<file path="src/rtl/ahb_payload_master_pkg.sv">
// Shared encodings and helpers for the payload-wide AHB-Lite burst master.
package ahb_master_pkg;

  typedef enum logic [1:0] {
    HtIdle   = 2'b00,
    HtBusy   = 2'b01,
    HtNonseq = 2'b10,
    HtSeq    = 2'b11
  } htrans_t;

  typedef enum logic [2:0] {
    HbSingle = 3'b000,
    HbIncr   = 3'b001,
    HbIncr4  = 3'b011,
    HbIncr8  = 3'b101,
    HbIncr16 = 3'b111
  } hburst_t;

  typedef enum logic [2:0] {
    StIdle,
    StAddr,
    StBurst,
    StLast,
    StDone
  } state_t;

  function automatic hburst_t hburst_for(int unsigned beats);
    case (beats)
      4:       return HbIncr4;
      8:       return HbIncr8;
      16:      return HbIncr16;
      default: return HbSingle;
    endcase
  endfunction

endpackage

</file>
<file path="src/rtl/ahb_payload_master_if.sv">
// AHB-Lite master/slave signal bundle used by the payload master.
interface ahb_payload_master_if #(
  parameter int unsigned pAHB_ADDR_WIDTH = 32,
  parameter int unsigned pAHB_DATA_WIDTH = 32
);
  logic [pAHB_ADDR_WIDTH-1:0] HADDR;
  logic [1:0]                 HTRANS;
  logic                       HWRITE;
  logic [2:0]                 HSIZE;
  logic [2:0]                 HBURST;
  logic [pAHB_DATA_WIDTH-1:0] HWDATA;
  logic [pAHB_DATA_WIDTH-1:0] HRDATA;
  logic                       HREADY;
  logic                       HRESP;

  modport master (
    output HADDR, HTRANS, HWRITE, HSIZE, HBURST, HWDATA,
    input  HRDATA, HREADY, HRESP
  );

  modport slave (
    input  HADDR, HTRANS, HWRITE, HSIZE, HBURST, HWDATA,
    output HRDATA, HREADY, HRESP
  );
endinterface

</file>
<file path="src/rtl/ahb_rdata_packer.sv">
// Collects read beats into a staging payload; the visible payload only changes on commit.
module ahb_rdata_packer #(
  parameter int unsigned DataW    = 32,
  parameter int unsigned PayloadW = 128,
  parameter int unsigned IdxW     = 2
) (
  input  logic                clk,
  input  logic                rst,
  input  logic                wr_en,
  input  logic [IdxW-1:0]     idx,
  input  logic [DataW-1:0]    wdata,
  input  logic                commit,
  output logic [PayloadW-1:0] rdata
);
  logic [PayloadW-1:0] stage_q, merged, rdata_q;

  // Final beat is merged in the same cycle it commits.
  always_comb begin
    merged = stage_q;
    if (wr_en) merged[idx * DataW +: DataW] = wdata;
  end

  always_ff @(posedge clk or posedge rst) begin
    if (rst) begin
      stage_q <= '0;
      rdata_q <= '0;
    end else begin
      stage_q <= merged;
      if (commit) rdata_q <= merged;
    end
  end

  assign rdata = rdata_q;
endmodule

</file>
<file path="src/rtl/ahb_payload_master.sv">
// Executes one payload-wide read or write as a single AHB-Lite incrementing burst.
module ahb_payload_master
  import ahb_master_pkg::*;
#(
  parameter int unsigned pAHB_ADDR_WIDTH    = 32,
  parameter int unsigned pAHB_DATA_WIDTH    = 32,
  parameter int unsigned pPAYLOAD_SIZE_BITS = 128
) (
  input  logic                          clk,
  input  logic                          rst,
  input  logic                          I_go,
  input  logic [pAHB_ADDR_WIDTH-1:0]    I_int_addr,
  input  logic [pPAYLOAD_SIZE_BITS-1:0] I_int_wdata,
  input  logic                          I_int_write,
  output logic [pPAYLOAD_SIZE_BITS-1:0] O_int_rdata,
  output logic                          O_int_rdata_valid,
  output logic                          O_done,
  output logic                          O_err,
  output logic                          O_busy,
  ahb_payload_master_if.master          ahb
);
  localparam int unsigned NumBeats     = pPAYLOAD_SIZE_BITS / pAHB_DATA_WIDTH;
  localparam int unsigned BeatBytes    = pAHB_DATA_WIDTH / 8;
  localparam int unsigned PayloadBytes = pPAYLOAD_SIZE_BITS / 8;
  localparam int unsigned BeatW        = (NumBeats > 1) ? $clog2(NumBeats) : 1;

  typedef logic [pAHB_ADDR_WIDTH-1:0] addr_t;
  typedef logic [BeatW-1:0]           beat_t;

  if (NumBeats != 1 && NumBeats != 4 && NumBeats != 8 && NumBeats != 16) begin : g_bad_beats
    $error("ahb_payload_master: payload/data width ratio must be 1, 4, 8 or 16");
  end

  state_t                        state_q, state_d;
  beat_t                         beat_q, beat_d;
  addr_t                         base_q, base_d, haddr_q, haddr_d;
  logic [pPAYLOAD_SIZE_BITS-1:0] wdata_q, wdata_d;
  logic [pAHB_DATA_WIDTH-1:0]    hwdata_q, hwdata_d;
  htrans_t                       htrans_q, htrans_d;
  logic write_q, write_d, err_q, err_d, hwrite_q, hwrite_d;
  logic done_q, done_d, err_out_q, err_out_d, valid_q, valid_d, busy_q, busy_d;
  logic pk_wr, pk_commit;
  beat_t pk_idx;

  always_comb begin
    state_d   = state_q;
    beat_d    = beat_q;
    base_d    = base_q;
    wdata_d   = wdata_q;
    write_d   = write_q;
    err_d     = err_q;
    haddr_d   = haddr_q;
    htrans_d  = htrans_q;
    hwrite_d  = hwrite_q;
    hwdata_d  = hwdata_q;
    done_d    = 1'b0;
    err_out_d = 1'b0;
    valid_d   = 1'b0;
    pk_wr     = 1'b0;
    pk_idx    = beat_q - beat_t'(1);
    pk_commit = 1'b0;
    unique case (state_q)
      StIdle: begin
        htrans_d = HtIdle;
        if (I_go) begin
          base_d   = I_int_addr & ~addr_t'(PayloadBytes - 1);
          wdata_d  = I_int_wdata;
          write_d  = I_int_write;
          err_d    = 1'b0;
          beat_d   = '0;
          haddr_d  = base_d;
          htrans_d = HtNonseq;
          hwrite_d = I_int_write;
          state_d  = StAddr;
        end
      end
      StAddr: begin
        if (ahb.HREADY) begin
          hwdata_d = wdata_q[beat_q * pAHB_DATA_WIDTH +: pAHB_DATA_WIDTH];
          if (NumBeats == 1) begin
            htrans_d = HtIdle;
            state_d  = StLast;
          end else begin
            beat_d   = beat_q + beat_t'(1);
            haddr_d  = base_q + addr_t'(BeatBytes);
            htrans_d = HtSeq;
            state_d  = StBurst;
          end
        end
      end
      StBurst: begin
        if (ahb.HRESP && !ahb.HREADY) begin
          htrans_d = HtIdle;
          err_d    = 1'b1;
          state_d  = StLast;
        end else if (ahb.HREADY) begin
          pk_wr    = !write_q;
          hwdata_d = wdata_q[beat_q * pAHB_DATA_WIDTH +: pAHB_DATA_WIDTH];
          if (beat_q == beat_t'(NumBeats - 1)) begin
            htrans_d = HtIdle;
            state_d  = StLast;
          end else begin
            beat_d  = beat_q + beat_t'(1);
            haddr_d = base_q + addr_t'(beat_d) * addr_t'(BeatBytes);
          end
        end
      end
      StLast: begin
        if (ahb.HRESP && !ahb.HREADY) begin
          err_d = 1'b1;
        end else if (ahb.HREADY) begin
          state_d   = StDone;
          done_d    = 1'b1;
          err_out_d = err_q || ahb.HRESP;
          if (!err_q && !ahb.HRESP && !write_q) begin
            pk_wr     = 1'b1;
            pk_idx    = beat_t'(NumBeats - 1);
            pk_commit = 1'b1;
            valid_d   = 1'b1;
          end
        end
      end
      StDone: state_d = StIdle;
      default: state_d = StIdle;
    endcase
    busy_d = (state_d != StIdle);
  end

  always_ff @(posedge clk or posedge rst) begin
    if (rst) begin
      state_q   <= StIdle;
      beat_q    <= '0;
      base_q    <= '0;
      wdata_q   <= '0;
      write_q   <= 1'b0;
      err_q     <= 1'b0;
      haddr_q   <= '0;
      htrans_q  <= HtIdle;
      hwrite_q  <= 1'b0;
      hwdata_q  <= '0;
      done_q    <= 1'b0;
      err_out_q <= 1'b0;
      valid_q   <= 1'b0;
      busy_q    <= 1'b0;
    end else begin
      state_q   <= state_d;
      beat_q    <= beat_d;
      base_q    <= base_d;
      wdata_q   <= wdata_d;
      write_q   <= write_d;
      err_q     <= err_d;
      haddr_q   <= haddr_d;
      htrans_q  <= htrans_d;
      hwrite_q  <= hwrite_d;
      hwdata_q  <= hwdata_d;
      done_q    <= done_d;
      err_out_q <= err_out_d;
      valid_q   <= valid_d;
      busy_q    <= busy_d;
    end
  end

  ahb_rdata_packer #(
    .DataW    (pAHB_DATA_WIDTH),
    .PayloadW (pPAYLOAD_SIZE_BITS),
    .IdxW     (BeatW)
  ) u_packer (
    .clk    (clk),
    .rst    (rst),
    .wr_en  (pk_wr),
    .idx    (pk_idx),
    .wdata  (ahb.HRDATA),
    .commit (pk_commit),
    .rdata  (O_int_rdata)
  );

  // First ERROR cycle must cancel the pipelined SEQ address before the next edge.
  assign ahb.HTRANS = (state_q == StBurst && ahb.HRESP && !ahb.HREADY) ? HtIdle : htrans_q;
  assign ahb.HADDR  = haddr_q;
  assign ahb.HWRITE = hwrite_q;
  assign ahb.HWDATA = hwdata_q;
  assign ahb.HSIZE  = 3'($clog2(BeatBytes));
  assign ahb.HBURST = hburst_for(NumBeats);

  assign O_done            = done_q;
  assign O_err             = err_out_q;
  assign O_int_rdata_valid = valid_q;
  assign O_busy            = busy_q;
endmodule

</file>
<file path="src/flat_wrapper.sv">
// flat-port wrapper written by rule: the top's interface ports become plain ports
module ahb_payload_master_flat import ahb_master_pkg::*;
#(
  parameter int unsigned pAHB_ADDR_WIDTH    = 32,
  parameter int unsigned pAHB_DATA_WIDTH    = 32,
  parameter int unsigned pPAYLOAD_SIZE_BITS = 128
)
  (clk, rst, I_go, I_int_addr, I_int_wdata, I_int_write, O_int_rdata, O_int_rdata_valid, O_done, O_err, O_busy, ahb_HADDR, ahb_HTRANS, ahb_HWRITE, ahb_HSIZE, ahb_HBURST, ahb_HWDATA, ahb_HRDATA, ahb_HREADY, ahb_HRESP);
  ahb_payload_master_if #(.pAHB_ADDR_WIDTH(pAHB_ADDR_WIDTH), .pAHB_DATA_WIDTH(pAHB_DATA_WIDTH)) ahb_i ();
  input  logic clk;
  input  logic rst;
  input  logic I_go;
  input  logic [pAHB_ADDR_WIDTH-1:0] I_int_addr;
  input  logic [pPAYLOAD_SIZE_BITS-1:0] I_int_wdata;
  input  logic I_int_write;
  output logic [pPAYLOAD_SIZE_BITS-1:0] O_int_rdata;
  output logic O_int_rdata_valid;
  output logic O_done;
  output logic O_err;
  output logic O_busy;
  output wire logic [$bits(ahb_i.HADDR)-1:0] ahb_HADDR;
  output wire logic [$bits(ahb_i.HTRANS)-1:0] ahb_HTRANS;
  output wire logic [$bits(ahb_i.HWRITE)-1:0] ahb_HWRITE;
  output wire logic [$bits(ahb_i.HSIZE)-1:0] ahb_HSIZE;
  output wire logic [$bits(ahb_i.HBURST)-1:0] ahb_HBURST;
  output wire logic [$bits(ahb_i.HWDATA)-1:0] ahb_HWDATA;
  input wire logic [$bits(ahb_i.HRDATA)-1:0] ahb_HRDATA;
  input wire logic [$bits(ahb_i.HREADY)-1:0] ahb_HREADY;
  input wire logic [$bits(ahb_i.HRESP)-1:0] ahb_HRESP;
  assign ahb_HADDR = ahb_i.HADDR;
  assign ahb_HTRANS = ahb_i.HTRANS;
  assign ahb_HWRITE = ahb_i.HWRITE;
  assign ahb_HSIZE = ahb_i.HSIZE;
  assign ahb_HBURST = ahb_i.HBURST;
  assign ahb_HWDATA = ahb_i.HWDATA;
  assign ahb_i.HRDATA = ahb_HRDATA;
  assign ahb_i.HREADY = ahb_HREADY;
  assign ahb_i.HRESP = ahb_HRESP;
  ahb_payload_master #(.pAHB_ADDR_WIDTH(pAHB_ADDR_WIDTH), .pAHB_DATA_WIDTH(pAHB_DATA_WIDTH), .pPAYLOAD_SIZE_BITS(pPAYLOAD_SIZE_BITS)) u_core (.clk(clk), .rst(rst), .I_go(I_go), .I_int_addr(I_int_addr), .I_int_wdata(I_int_wdata), .I_int_write(I_int_write), .O_int_rdata(O_int_rdata), .O_int_rdata_valid(O_int_rdata_valid), .O_done(O_done), .O_err(O_err), .O_busy(O_busy), .ahb(ahb_i));
endmodule
</file>
<file path="config.mk">
export PLATFORM = sky130hd
export DESIGN_NAME = ahb_payload_master_flat
export DESIGN_NICKNAME = d
export VERILOG_FILES = /design/src/rtl/ahb_payload_master_pkg.sv /design/src/rtl/ahb_payload_master_if.sv /design/src/rtl/ahb_rdata_packer.sv /design/src/rtl/ahb_payload_master.sv /design/src/flat_wrapper.sv
export SDC_FILE = /design/constraint.sdc
export NUM_CORES = 1
export LEC_CHECK = 0
export ABC_AREA = 1
export CAP_MARGIN = 20
export CORE_MARGIN = 2
export CORE_UTILIZATION = 54
export CTS_BUF_LIST = sky130_fd_sc_hd__clkbuf_8
export DETAILED_ROUTE_END_ITERATION = 10
export HOLD_SLACK_MARGIN = 0.02
export PLACE_DENSITY = 0.83
export SLEW_MARGIN = 20
export SYNTH_ARGS = -nofsm -noshare
export SYNTH_HDL_FRONTEND = slang
export SYNTH_SLANG_ARGS = --single-unit
</file>
<file path="constraint.sdc">
create_clock -name clk -period 23.8 [get_ports clk]
set_clock_uncertainty 0.2 [all_clocks]
set_input_delay 7.14 -clock clk [delete_from_list [all_inputs] [get_ports clk]]
set_output_delay 7.14 -clock clk [all_outputs]
set_load 0.1 [all_outputs]
</file>
==> impl_metrics.yaml <==
# synthesis and place-and-route metrics
yosys:
  ys_cells: 2512
  ff_type: "dfrtp_1"
  postSynthSeqShare_pct: 58.4
  yosysWarnings: 0
  avgSynthCellArea_um2: 8.31
  synth_cell_type_count: 28
  top_area_share_pct: 58.4
  largest_area_cell: "dfrtp_1"
  synth.top_cells.by_count: "nand2_1, dfrtp_1, nor2_1"
  synth_cells: 2512
  ys_area_um2: 20900
  top_cell: "nand2_1"
  async_reset_ff_share_pct: 100
  area_leaders: "dfrtp_1, nand2_1, nor2_1"
  ys_ff: 487
final_layout:
  finalNetCount: 3054
  final_util_pct: 69.3
  register_area_um2: 12200
  fin_area_um2: 26600
  area_growth_pct: 27.5
  mi_logic_area_um2: 7480
  final_cells: 3438
  drive_above_1_share_pct: 6.71
  n_fill_cell: 2969
global_routing:
  grt_pass1_wl_um: 93900
  grt_max_degree: 192
  antenna_found_initial: 13
  grt_pass1_vias: 18100
  track_usage_pct: 29.0
  grt.overflow.total: 0
setup_path:
  slowest_delay_ps: 1160
  crit_arrival_ps: 9270
  cp_cell_sequence: "clkdlybuf4s50_1 > inv_2 > nand2_1 > nor2_1 > nor2_1 > clkdlybuf4s50_1"
  crit_required_ps: 16460
  critPathSlowestCell: "clkdlybuf4s50_1"
  crit_path_end_kind: "output port"
  crit_path_start_kind: "input pin"
  criticalPathCategory: "input pin to output port"
power:
  p_total_mw: 4.11
  p_seq_share_pct: 31.8
  p_leak_nw: 13.3
  ir_worst_vdd_mv: 0.0946
  p_clk_share_pct: 17.3
  p_per_area_nw_per_um2: 154
  swShare_pct: 51.0
  internal_power_mw: 2.01
  p_sw_mw: 2.10
final_timing:
  hold_viol_final: 0
  finalSetupViolations: 0
  max_freq_ghz: 0.0602
  finalWorstSetupSlack_ps: 7190
  tns_ps: 0
  slew_headroom_pct: 25.6
  rsz0062_at_grt: "false"
  maxSlewViolCount: 0
  min_period_ps: 16610
  whs_ps: 268
clock_network:
  cts_inserted_buffers: 78
  cts.sinks: 487
  tritoncts: "yes"
  clkTransAtPathRegs_ps: 60
  htreeDepth: 3
  post-cts-setup-buffers: 0
  clockBufferDepth: 3
  cts_resized: 0
floorplan:
  fp.dieH_um: 201
  chipArea_um2: 40200
  num_rows: 72
  die_w_um: 201
  fp_util_pct: 54.4
  core-area_um2: 38400
  num_io_pins: 403
detailed_routing:
  viasPerCell: 5.30
  drtPass1Iterations: 8
  wl_per_cell_um: 16.9
  detail-route-antenna-nets: 0
  drtIter0Drc: 1465
worst_hold_path:
  min_path_type: "flip-flop to flip-flop"
run:
  cap_viol_max_count: 0
  warnings: 47
placed_design:
  post-place-ws_ps: 7200
  globalplace.congestion: 0.868
  dpl_cell_area_um2: 25000
  hpwlAfterDp_um: 37400
  numPlacedInstances: 3287
  io_buffers: 390
status:
  status: "completed"
-- cells by family (layout without fill, tap and decap cells) --
logic type / Yosys count / count (layout) / share of synthesized area (%)
fa+ha+maj: 6 / 6 / 0.360
simple gates: 1447 / 1447 / 27.6
flops: 487 / 487 / 58.4
other cells: 2 / 20 / 0.0360
compound gates: 261 / 261 / 7.59
buf+inv: 309 / 699 / 5.98
-- worst paths after layout --
| path | from | endpoint | slack, ps | cells past startpoint |
|---|---|---|---|---|
| max reg2reg | u_core.state_q[1]$_DFF_PP0_ | u_core.u_packer.rdata[126]$_DFFE_PP0P_ | 19190 | 13 |
| max | ahb_HREADY | ahb_HTRANS[0] | 7190 | 6 |
| min reg2reg | u_core.wdata_q[36]$_DFFE_PP0P_ | u_core.wdata_q[36]$_DFFE_PP0P_ | 270 | 2 |
| min | u_core.wdata_q[36]$_DFFE_PP0P_ | u_core.wdata_q[36]$_DFFE_PP0P_ | 270 | 2 |
| min in group asynchronous | rst | u_core.ahb.HADDR[27]$_DFFE_PP0P_ | 6890 | 2 |
| max in group asynchronous | rst | u_core.beat_q[1]$_DFFE_PP0P_ | 14970 | 4 |
-- cell type report --
type | count | share of cell area (%)
flip-flops and latches | 487 | 45.8
well taps | 518 | 2.44
repair buffers | 415 | 15.6
clock buffers | 100 | 5.17
clock inverters | 38 | 0.649
inverters | 146 | 2.11
diodes | 12 | 0.113
multi-input cells | 1722 | 28.1
-- cell usage in the layout (no fill, tap or decap), types with 2 or more instances in the layout --
master	instances
a21oi_1	2
a31oi_1	32
and2_1	32
buf_12	2
buf_4	18
buf_6	4
clkbuf_8	100
clkdlybuf4s50_1	390
clkinv_2	8
clkinvlp_4	2
conb_1	8
dfrtp_1	485
diode_2	12
ha_1	5
inv_1	168
inv_4	2
inv_8	2
nand2_1	1093
nand2_2	3
nand3_1	101
nand3_2	2
nand4_1	33
nor2_1	176
nor2_2	2
nor3_1	2
o211ai_1	32
o21ai_0	133
o21ai_1	20
o21ai_2	40
-- metal layers --
| metal | part of all wire [%] | global-route usage [%] | up-vias |
|---|---|---|---|
| li1 | - | - | 8531 |
| met1 | 39 | 36.4 | 8742 |
| met2 | 48 | 46.9 | 771 |
| met3 | 8.0 | 7.50 | 164 |
| met4 | 4.9 | 14.6 | 2 |
| met5 | 0.027 | 0 | - |
-- power groups by stage --
stage | logic, mW | registers, mW | clock network, mW
3_5_place_dp | 2.08 | 1.31 | 0
2_1_floorplan | 0.720 | 2.14 | 0
3_3_place_gp | 2.04 | 1.30 | 0
6_report | 2.09 | 1.31 | 0.711
4_1_cts | 2.09 | 1.30 | 0.721
5_1_grt | 2.23 | 1.34 | 0.762
-- sequential cells by signal, summed over array words and instances, names as in the netlist --
signal                    flops
u_core.err_q                  1
u_core.u_packer.stage_q     128
u_core.htrans_q               2
u_core.u_packer.rdata       128
u_core.O_int_rdata_valid      1
u_core.write_q                1
u_core.O_busy                 1
u_core.state_q                3
u_core.base_q                28
u_core.ahb.HWDATA            32
u_core.wdata_q              128
u_core.ahb.HADDR             30
u_core.O_err                  1
u_core.O_done                 1
u_core.beat_q                 2
-- worst max-delay path: cells and delay by family --
kind | cells | cell delay [ps]
buf+inv | 3 | 1790
simple gates | 3 | 330
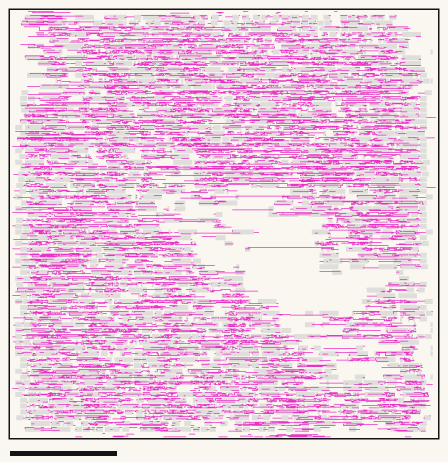
(images/m1.png)
The bar under the picture is 50 um long. Cells faint in the background.
2744 nets have wire on it. The longest straight run is 49.7 um.
M1 GR Usage: 36.4%
DR vias: 18200

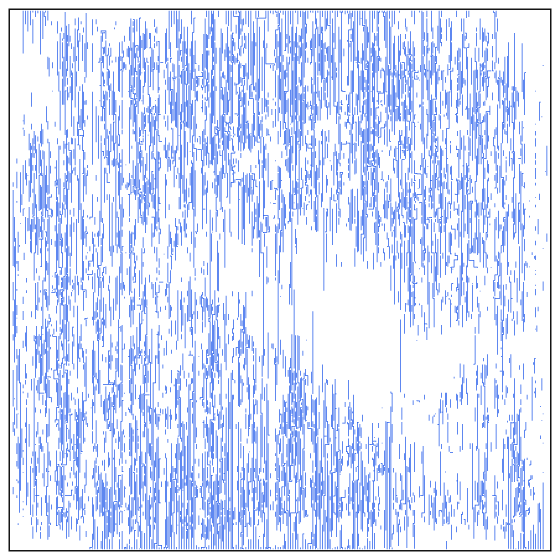
(images/m2.png)
The layer carries 27.9 mm of wire. The wires run mostly vertical. 2456 nets have wire on it. The longest straight run is 65.5 um.
Routed WL: 58200 um
met2 usage: 46.9%

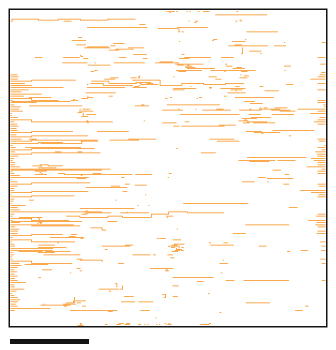
(images/m3.png)
The bar under the picture is 50 um long.
347 nets have wire on it. The layer carries 4680 um of wire. The wires run mostly horizontal. The layer holds 8.0% of the routed length.

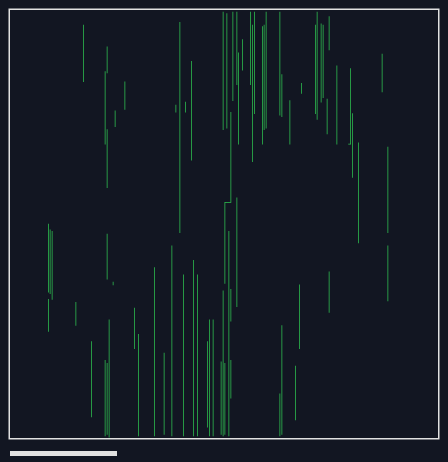
(images/m4.png)
The bar under the picture is 50 um long.
The layer holds 4.9% of the routed length. The layer carries 2840 um of wire. The longest straight run is 98.6 um. 65 nets have wire on it. The wires run mostly vertical.

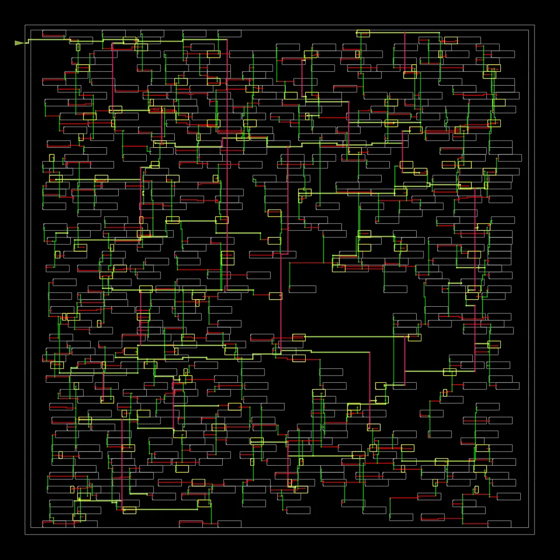
(images/clock_nets.png)
clk pwr: 711 uW
Flops: 487
clk latency late pin: 640 ps
clock buffers: 100

Power figures rest on the tool's default switching activity, not on a simulated workload.
